File: config.mk
export PLATFORM = sky130hd
export DESIGN_NAME = adder64_sequencer
export DESIGN_NICKNAME = d
export VERILOG_FILES = /design/src/rtl/adder_seq_pkg.sv /design/src/rtl/adder_slice.sv /design/src/rtl/adder64_sequencer.sv
export SDC_FILE = /design/constraint.sdc
export NUM_CORES = 1
export LEC_CHECK = 0
export CAP_MARGIN = 30
export CORE_MARGIN = 2
export CORE_UTILIZATION = 58
export CTS_CLUSTER_DIAMETER = 120
export CTS_CLUSTER_SIZE = 16
export DETAILED_ROUTE_END_ITERATION = 8
export GPL_TIMING_DRIVEN = 0
export PLACE_DENSITY = 0.87
export SLEW_MARGIN = 5
export SYNTH_ARGS = -nofsm -noshare
export SYNTH_HDL_FRONTEND = slang
export SYNTH_SLANG_ARGS = --single-unit
File: constraint.sdc
create_clock -name clk -period 19 [get_ports clk]
set_input_delay 3.8 -clock clk [delete_from_list [all_inputs] [get_ports clk]]
set_output_delay 3.8 -clock clk [all_outputs]
set_load 0.02 [all_outputs]
File: src/rtl/adder_seq_pkg.sv
// Shared types and default sizing for the sequenced 64-bit adder.
package adder_seq_pkg;

  localparam int unsigned DEF_WIDTH = 64;
  localparam int unsigned DEF_SLICE = 16;

  typedef enum logic [1:0] {
    S_IDLE = 2'd0,
    S_RUN  = 2'd1,
    S_DONE = 2'd2
  } state_t;

endpackage

File: src/rtl/adder_slice.sv
// Combinational SLICE-bit ripple-carry adder built from full-adder cells.
module adder_slice #(
  parameter int unsigned SLICE = 16
) (
  input  logic [SLICE-1:0] a,
  input  logic [SLICE-1:0] b,
  input  logic             c_in,
  output logic [SLICE-1:0] sum,
  output logic             c_out
);

  logic [SLICE:0] carry;

  assign carry[0] = c_in;

  for (genvar i = 0; i < SLICE; i++) begin : g_fa
    assign sum[i]       = a[i] ^ b[i] ^ carry[i];
    assign carry[i + 1] = (a[i] & b[i]) | (carry[i] & (a[i] ^ b[i]));
  end

  assign c_out = carry[SLICE];

endmodule

File: src/rtl/adder64_sequencer.sv
// Multi-cycle adder: one SLICE-bit adder stepped LSB to MSB, carry held in a
// register between slices, result and carry-out published only on completion.
module adder64_sequencer
  import adder_seq_pkg::*;
#(
  parameter int unsigned WIDTH = DEF_WIDTH,
  parameter int unsigned SLICE = DEF_SLICE
) (
  input  logic             clk,
  input  logic             rst_n,
  input  logic             start,
  input  logic [WIDTH-1:0] a,
  input  logic [WIDTH-1:0] b,
  input  logic             c_in,
  output logic             busy,
  output logic             done,
  output logic [WIDTH-1:0] sum,
  output logic             c_out
);

  localparam int unsigned NSLICE = WIDTH / SLICE;
  localparam int unsigned IDX_W  = (NSLICE > 1) ? $clog2(NSLICE) : 1;
  localparam int unsigned OFF_W  = (WIDTH > 1) ? $clog2(WIDTH) : 1;
  localparam logic [IDX_W-1:0] IDX_LAST = IDX_W'(NSLICE - 1);

  state_t state, state_nx;

  logic [WIDTH-1:0] a_q, b_q, acc_q, acc_nx_c;
  logic             carry_q;
  logic [IDX_W-1:0] idx_q;
  logic [OFF_W-1:0] off_c;
  logic [SLICE-1:0] slice_sum_c;
  logic             slice_co_c;
  logic             accept_c, last_c;

  assign accept_c = start && (state == S_IDLE || state == S_DONE);
  assign last_c   = (idx_q == IDX_LAST);
  assign off_c    = OFF_W'(idx_q) * OFF_W'(SLICE);

  adder_slice #(.SLICE(SLICE)) u_slice (
    .a     (a_q[off_c +: SLICE]),
    .b     (b_q[off_c +: SLICE]),
    .c_in  (carry_q),
    .sum   (slice_sum_c),
    .c_out (slice_co_c)
  );

  // Accumulator with the current slice merged in; also the final sum at the last slice.
  always_comb begin
    acc_nx_c = acc_q;
    acc_nx_c[off_c +: SLICE] = slice_sum_c;
  end

  always_ff @(posedge clk or negedge rst_n) begin
    if (!rst_n) state <= S_IDLE;
    else        state <= state_nx;
  end

  always_comb begin
    state_nx = state;
    case (state)
      S_IDLE:  if (start) state_nx = S_RUN;
      S_RUN:   if (last_c) state_nx = S_DONE;
      S_DONE:  state_nx = start ? S_RUN : S_IDLE;
      default: state_nx = S_IDLE;
    endcase
  end

  // Operand, slice-step and output registers; index wraps only via the FSM.
  always_ff @(posedge clk or negedge rst_n) begin
    if (!rst_n) begin
      a_q     <= '0;
      b_q     <= '0;
      acc_q   <= '0;
      carry_q <= 1'b0;
      idx_q   <= '0;
      busy    <= 1'b0;
      done    <= 1'b0;
      sum     <= '0;
      c_out   <= 1'b0;
    end else begin
      busy <= (state_nx == S_RUN);
      done <= (state_nx == S_DONE);
      if (accept_c) begin
        a_q     <= a;
        b_q     <= b;
        carry_q <= c_in;
        idx_q   <= '0;
        acc_q   <= '0;
      end else if (state == S_RUN) begin
        acc_q   <= acc_nx_c;
        carry_q <= slice_co_c;
        idx_q   <= last_c ? '0 : idx_q + IDX_W'(1);
        if (last_c) begin
          sum   <= acc_nx_c;
          c_out <= slice_co_c;
        end
      end
    end
  end

endmodule
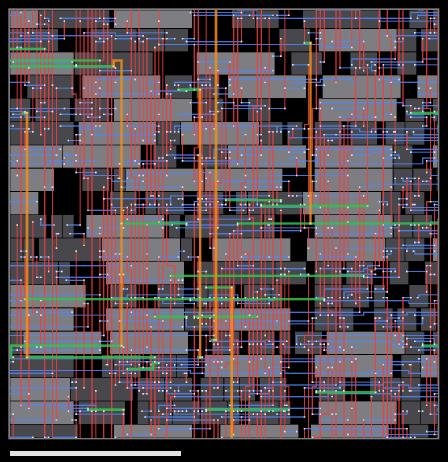
(close-up of the layout)
Scale bar: 20 um. Region (50, 80) to (100, 130) um. Cells in grey, sequential cells in the stronger grey; small squares are vias.
[orange] M4
[blue] M1
[green] M3
[red] M2
sequential cells in the window: 41
most frequent: dfrtp_1 (41), nand2b_1 (21), o2bb2ai_1 (20)
netlist names of flops here include: acc_q (24), sum (8), a_q (6)
cells with their middle in the window: 160

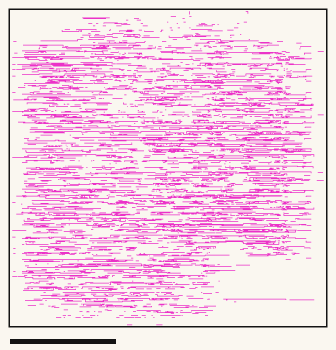
(signal wires on met1)
Scale bar: 50 um.
share of all routed wire: 41%
nets with wire on the layer: 1124
longest straight run: 60.7 um

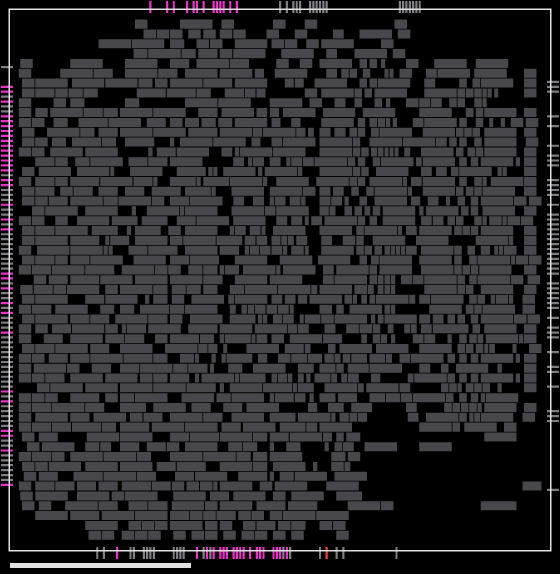
(pin map)
Scale bar: 50 um. Pins as bars across the die edge, other pins in grey.
[magenta] a | pins: 64 | direction: input | edge: 32 left, 19 bottom, 13 top
[red] busy | pins: 1 | direction: output | edge: bottom
all pins by edge: 83 left, 45 right, 40 bottom, 31 top
die span in x: 149 um
buffers added on ports: 198
Die Height: 149 um

==> flow_metrics.env <==
# yosys + openroad results
export IMPL_maxPowerGroup="combinational logic"
export IMPL_n_clock_buffer=21
export IMPL_worstRegToRegCells=26
export IMPL_syn_inst=877
export IMPL_nets=1253
export IMPL_p_int_mw=1.94
export IMPL_cts_resized=0
export IMPL_io_pins=199
export IMPL_rows=53
export IMPL_simple_gate_share=0.0748
export IMPL_ys_sh_mux=0.205
export IMPL_pg_comb_mw=1.94
export IMPL_final_min_clock_period_ps=9800
export IMPL_fmax_mhz=102
export IMPL_comb_power_share=0.582
export IMPL_diodes=0
export IMPL_antenna_found_initial=0
export IMPL_grt_use_total=0.283
export IMPL_aoi_share=0.102
export IMPL_seq_area_frac_synth=0.539
export IMPL_max_stage_delay_ps=550
export IMPL_grt_pass1_vias=8419
export IMPL_die_area_um2=22300
export IMPL_area_leaders="dfrtp_1 (54%), mux2_4 (11%), mux4_2 (5.9%), nand2b_1 (4.3%), o2bb2ai_1 (4.0%)"
export IMPL_post_drt_wl_per_cell_um=21.8
export IMPL_warnings=35
export IMPL_timing_hold_ws_ps=484
export IMPL_power_density_nw_per_um2=219
export IMPL_reg2reg_slack_ps=9200
export IMPL_p_leak_nw=6.49
export IMPL_power_clock_mw=0.383
export IMPL_hpwlAfterDp_um=21800
export IMPL_status="completed"
export IMPL_tritoncts="yes"
export IMPL_critPathLaunchType="register"
export IMPL_worstHoldStart="acc_q[47]"
export IMPL_area_growth_pct=23.8
export IMPL_min_to="acc_q[47]"
export IMPL_clkCellAreaFrac=0.0352
export IMPL_ant_nets=0
export IMPL_nNonClkInverters=53
export IMPL_regArea_um2=6610
export IMPL_comb_cells=500
